File: src/rtl/ibex_dummy_instr_gen.sv
// Dummy instruction generator: an LFSR-derived threshold paces bursts of random
// register-register ALU instructions that the ID stage may accept.
module ibex_dummy_instr_gen #(
  parameter int unsigned  CntW     = 5,
  parameter int unsigned  MaskW    = 3,
  parameter int unsigned  MaxBurst = 4,
  parameter logic [31:0]  LfsrSeed = 32'h0000_0003,
  parameter logic [31:0]  LfsrPoly = 32'h8020_0003,
  localparam int unsigned BurstW   = $clog2(MaxBurst) + 1
) (
  input  logic              clk_i,
  input  logic              rst_i,
  input  logic              dummy_instr_en_i,
  input  logic [MaskW-1:0]  dummy_instr_mask_i,
  input  logic [3:0]        dummy_type_en_i,
  input  logic [BurstW-1:0] dummy_burst_len_i,
  input  logic              dummy_instr_seed_en_i,
  input  logic [31:0]       dummy_instr_seed_i,
  input  logic              fetch_valid_i,
  input  logic              id_in_ready_i,
  output logic              insert_dummy_instr_o,
  output logic [31:0]       dummy_instr_data_o,
  output logic [15:0]       dummy_count_o
);

  typedef enum logic {IDLE, BURST} state_e;

  localparam logic [BurstW-1:0] MaxBurstV = BurstW'(MaxBurst);

  state_e            state_q;
  logic [CntW-1:0]   cnt_q;
  logic [BurstW-1:0] burst_rem_q;
  logic [31:0]       lfsr_q, lfsr_d, lfsr_adv, lfsr_seeded;
  logic [15:0]       count_q;
  logic [CntW-1:0]   thr_mask, threshold;
  logic [BurstW-1:0] burst_load;
  logic [1:0]        lfsr_type, type_sel, type_idx;
  logic              type_found;
  logic [6:0]        funct7;
  logic [2:0]        funct3;
  logic              insert, accept;

  // Low threshold bits are always enabled; the mask only trims the upper ones.
  generate
    if (MaskW == CntW) begin : g_full_mask
      assign thr_mask = dummy_instr_mask_i;
    end else begin : g_part_mask
      assign thr_mask = {dummy_instr_mask_i, {(CntW - MaskW){1'b1}}};
    end
  endgenerate

  assign threshold = lfsr_q[CntW-1:0] & thr_mask;
  assign insert    = (state_q == BURST) & dummy_instr_en_i & ~rst_i;
  assign accept    = insert & id_in_ready_i;

  always_comb begin
    lfsr_adv    = (lfsr_q >> 1) ^ (lfsr_q[0] ? LfsrPoly : 32'h0);
    lfsr_seeded = lfsr_q ^ dummy_instr_seed_i;
    if (lfsr_seeded == 32'h0) lfsr_seeded = LfsrSeed;
    lfsr_d = lfsr_q;
    if (dummy_instr_seed_en_i) lfsr_d = lfsr_seeded;
    else if (accept)           lfsr_d = lfsr_adv;
  end

  always_comb begin
    if (dummy_burst_len_i == '0)           burst_load = BurstW'(1);
    else if (dummy_burst_len_i > MaxBurstV) burst_load = MaxBurstV;
    else                                    burst_load = dummy_burst_len_i;
  end

  // Rotate from the LFSR-chosen type to the first enabled one; ADD if none.
  always_comb begin
    lfsr_type  = lfsr_q[CntW+11:CntW+10];
    type_sel   = 2'd0;
    type_found = 1'b0;
    type_idx   = 2'd0;
    for (int k = 0; k < 4; k++) begin
      type_idx = lfsr_type + 2'(k);
      if (!type_found && dummy_type_en_i[type_idx]) begin
        type_sel   = type_idx;
        type_found = 1'b1;
      end
    end
    case (type_sel)
      2'd1:    begin funct7 = 7'b0000001; funct3 = 3'b000; end
      2'd2:    begin funct7 = 7'b0000001; funct3 = 3'b100; end
      2'd3:    begin funct7 = 7'b0000000; funct3 = 3'b111; end
      default: begin funct7 = 7'b0000000; funct3 = 3'b000; end
    endcase
  end

  always_ff @(posedge clk_i) begin
    if (rst_i) begin
      state_q     <= IDLE;
      cnt_q       <= '0;
      burst_rem_q <= '0;
      lfsr_q      <= LfsrSeed;
      count_q     <= 16'h0;
    end else begin
      lfsr_q <= lfsr_d;
      if (accept && count_q != 16'hFFFF) count_q <= count_q + 16'd1;
      case (state_q)
        IDLE: begin
          if (dummy_instr_en_i && cnt_q == threshold) begin
            state_q     <= BURST;
            cnt_q       <= '0;
            burst_rem_q <= burst_load;
          end else if (dummy_instr_en_i && id_in_ready_i && fetch_valid_i) begin
            cnt_q <= cnt_q + CntW'(1);
          end
        end
        BURST: begin
          if (accept) burst_rem_q <= burst_rem_q - BurstW'(1);
          if (!dummy_instr_en_i || (accept && burst_rem_q == BurstW'(1))) state_q <= IDLE;
        end
        default: state_q <= IDLE;
      endcase
    end
  end

  assign insert_dummy_instr_o = insert;
  assign dummy_instr_data_o   = insert ? {funct7, lfsr_q[CntW+9:CntW+5], lfsr_q[CntW+4:CntW],
                                          funct3, 5'h00, 7'h33} : 32'h0;
  assign dummy_count_o        = count_q;

endmodule

File: config.mk
export PLATFORM = sky130hd
export DESIGN_NAME = ibex_dummy_instr_gen
export DESIGN_NICKNAME = d
export VERILOG_FILES = /design/src/rtl/ibex_dummy_instr_gen.sv
export SDC_FILE = /design/constraint.sdc
export NUM_CORES = 1
export LEC_CHECK = 0
export ABC_CLOCK_PERIOD_IN_PS = 2600
export CAP_MARGIN = 10
export CORE_AREA = 2 2 121 94
export DETAILED_ROUTE_END_ITERATION = 16
export DIE_AREA = 0 0 123 96
export PLACE_DENSITY = 0.68
export SETUP_SLACK_MARGIN = 0.15
export SLEW_MARGIN = 10
export SYNTH_ARGS = -nofsm -noshare
export SYNTH_HDL_FRONTEND = slang
export SYNTH_SLANG_ARGS = --single-unit
File: constraint.sdc
create_clock -name clk_i -period 2.6 [get_ports clk_i]
set_input_delay 0.52 -clock clk_i [delete_from_list [all_inputs] [get_ports clk_i]]
set_output_delay 0.52 -clock clk_i [all_outputs]
set_load 0.1 [all_outputs]
Fig. 1: run 1, nets reached from selected ports
Drawn at 2 px/micron.
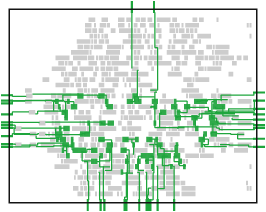
legend:
  `dummy_instr_seed_i`:
    colour: green
    bits: 32
    direction: input
    edge: 11 bottom, 10 left, 9 right, 2 top
    end_cells: 94
    wire: 1330 microns
num ports: 97
Port-buffer cells: 82

Fig. 2: run 1, cell placement
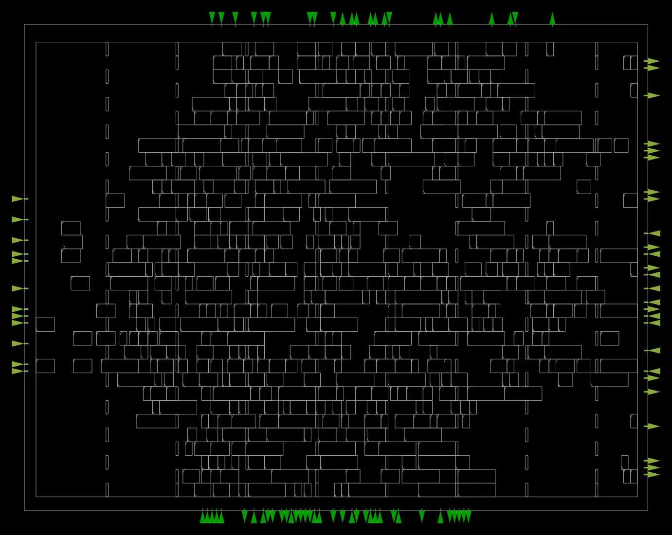
flop share of the area: 22.9%
num sequential: 57

==> job_summary.md, run 1 <==
## PnR job results

| Metric | Value |
|---|---|
| Status | `finished clean` |
| DR WL/cell | `14.3 microns` |
| Postcts setup bufs | `0` |
| Async S/R FF share, synth | `0%` |
| Synth logic family | `AND-OR/OR-AND gates` |
| Layout cells sized above 1 | `16.5%` |
| CTS resizes | `8` |
| Met2 Routed Length | `4.39 mm` |
| Met2 usage | `25.5%` |
| Clock Pin Slew Worst Setup and Hold Paths | `50 ps` |
| Clock buffer count | `13` |
| Top power group | `clock` |
| Most used logic cell in the final layout | `dfxtp_1` |
| Internal | `1.79 mW` |
| Xor/xnor share | `11.8%` |
| R2r setup slk | `750 ps` |
| Htree depth | `3` |
| Mapped Area | `3640 sq um` |
| All-Layer GR Usage | `16.9%` |
| Vias in the first global route | `3175` |
| Sequential power | `0.986 mW` |
| Num CTS Buffers | `9` |
| Critical R2R Launch | `state_q` |
| Cell count in the Yosys report | `465` |
| Seq cells post-synth | `57` |
| TNS Setup | `0 ps` |
| Worst Skew | `8.58 ps` |
| DRC violation count after routing | `0` |
| Relative slew slack | `66.4%` |
| Adder share | `2.06%` |
| Dominant cell area share | `31.3%` |
| Most used cell, CP | `buf_12` |
| Final ANT Viol Nets | `0` |
| CTS tree | `built` |
| MUX share of area | `0.550%` |
| Reg2reg path depth | `6` |
| Clock network area share | `5.51%` |
Fig. 3: run 1, drive-strength map
Drawn at 4 px/micron.
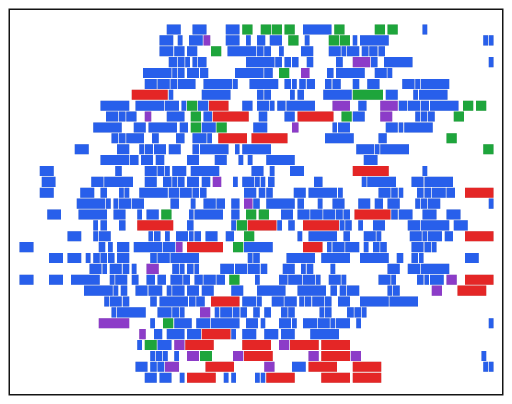
legend:
  drive 2:
    colour: purple
    cells: 25
    share: 4.6%
  drive 1 or less:
    colour: blue
    cells: 455
    share: 83%
  drive 6 and up:
    colour: red
    cells: 32
    share: 5.9%
  drive 3 to 4:
    colour: green
    cells: 33
    share: 6.1%
number of signal-net buffers in the layout: 98
Design Area, Final: 5000 sq um
Setup WS post-layout: 193 ps

Fig. 4: run 1, ports around the boundary
Drawn at 4 px/micron. Pins as bars across the die edge, other pins in grey.
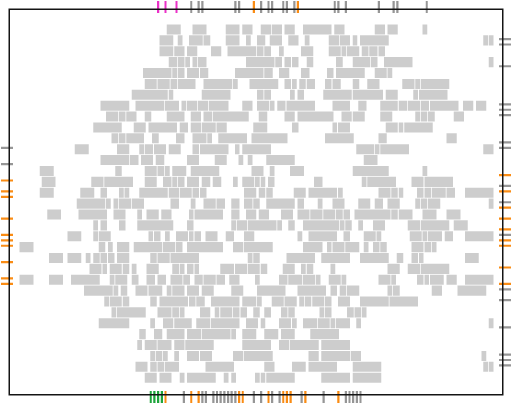
legend:
  `dummy_type_en_i`:
    colour: green
    pins: 4
    direction: input
    edge: bottom
  `dummy_instr_seed_i`:
    colour: orange
    pins: 32
    direction: input
    edge: 11 bottom, 10 left, 9 right, 2 top
  `dummy_burst_len_i`:
    colour: magenta
    pins: 3
    direction: input
    edge: top
all pins by edge: 36 bottom, 26 right, 23 top, 12 left
Die H: 96 microns
DIE WIDTH: 123 microns

==> run 2: changes to the inputs <==
- MAX_ROUTING_LAYER: not set -> met4
Fig. 5: run 2, drive-strength map
Drawn at 4 px/micron.
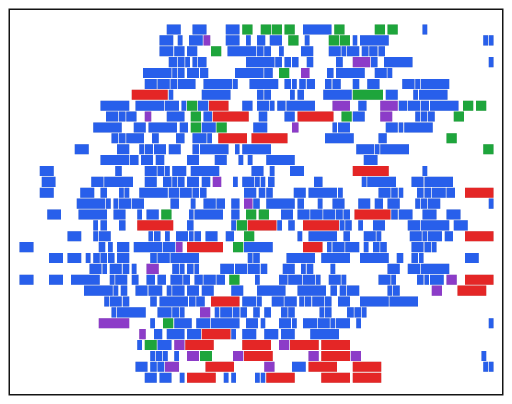
legend:
  drive 3 to 4:
    colour: green
    cells: 33
    share: 6.1%
  drive 6 and up:
    colour: red
    cells: 32
    share: 5.9%
  drive 1 or less:
    colour: blue
    cells: 455
    share: 83%
  drive 2:
    colour: purple
    cells: 25
    share: 4.6%
Syn-to-layout area delta: 37.2%
Setup WS post-layout: 192 ps

Fig. 6: run 2, routed metal, one colour a layer
Drawn at 4 px/micron. Two of the layers only.
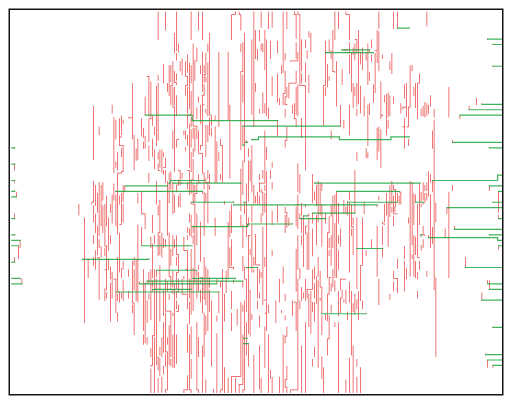
legend:
  met3:
    colour: green
    wire_length: 644 microns
  met2:
    colour: red
    wire_length: 4420 microns
Vias: 3531
DR WL/cell: 14.3 microns

==> run 2 against run 1 <==
  * Register-to-register slack hardly changed
  * Critical path type unchanged
  * Global-route usage is 0.50 points higher
  * Die size stayed put
  * Routed wire length is 0.32% higher
  * Combinational power hardly changed
  * Sequential share of layout area stayed put
  * Synthesized cell count stayed put
  * Clock skew is 1.2 ps higher
  * Fmax hardly changed
  * Flip-flop count stayed put
  * Sequential power hardly changed
==> job_summary.md, run 2 <==
## PnR job results

| Metric | Value |
|---|---|
| Postcts setup bufs | `0 (unchanged)` |
| Layout cells sized above 1 | `16.5% (unchanged)` |
| Clock buffer count | `13 (unchanged)` |
| Top power group | `clock` |
| CTS resizes | `8 (unchanged)` |
| Flop share of the area | `22.9% (unchanged)` |
| R2r setup slk | `750 ps (about the same)` |
| Vias in the first global route | `3186 (+0.35%)` |
| Most used logic cell in the final layout | `dfxtp_1` |
| Seq cells post-synth | `57 (unchanged)` |
| Port-buffer cells | `82 (unchanged)` |
| MUX share of area | `0.550% (unchanged)` |
| Die H | `96 microns (unchanged)` |
| Clock Pin Slew Worst Setup and Hold Paths | `50 ps (about the same)` |
| Dominant cell area share | `31.3% (unchanged)` |
| Final ANT Viol Nets | `0 (unchanged)` |
| Mapped Area | `3640 sq um (unchanged)` |
| Num ports | `97 (unchanged)` |
| Critical R2R Launch | `state_q` |
| Synth logic family | `AND-OR/OR-AND gates` |
| Xor/xnor share | `11.8% (unchanged)` |
| Reg2reg path depth | `6 (unchanged)` |
| All-Layer GR Usage | `17.4% (+0.50 points)` |
| Design Area, Final | `5000 sq um (unchanged)` |
| Most used cell, CP | `buf_12` |
| DIE WIDTH | `123 microns (unchanged)` |
| Sequential power | `0.987 mW (about the same)` |
| Clock network area share | `5.51% (unchanged)` |
| DRC violation count after routing | `0 (unchanged)` |
| Num CTS Buffers | `9 (unchanged)` |
| Adder share | `2.06% (unchanged)` |
| Status | `finished clean` |
Power and IR drop assume default switching activity.
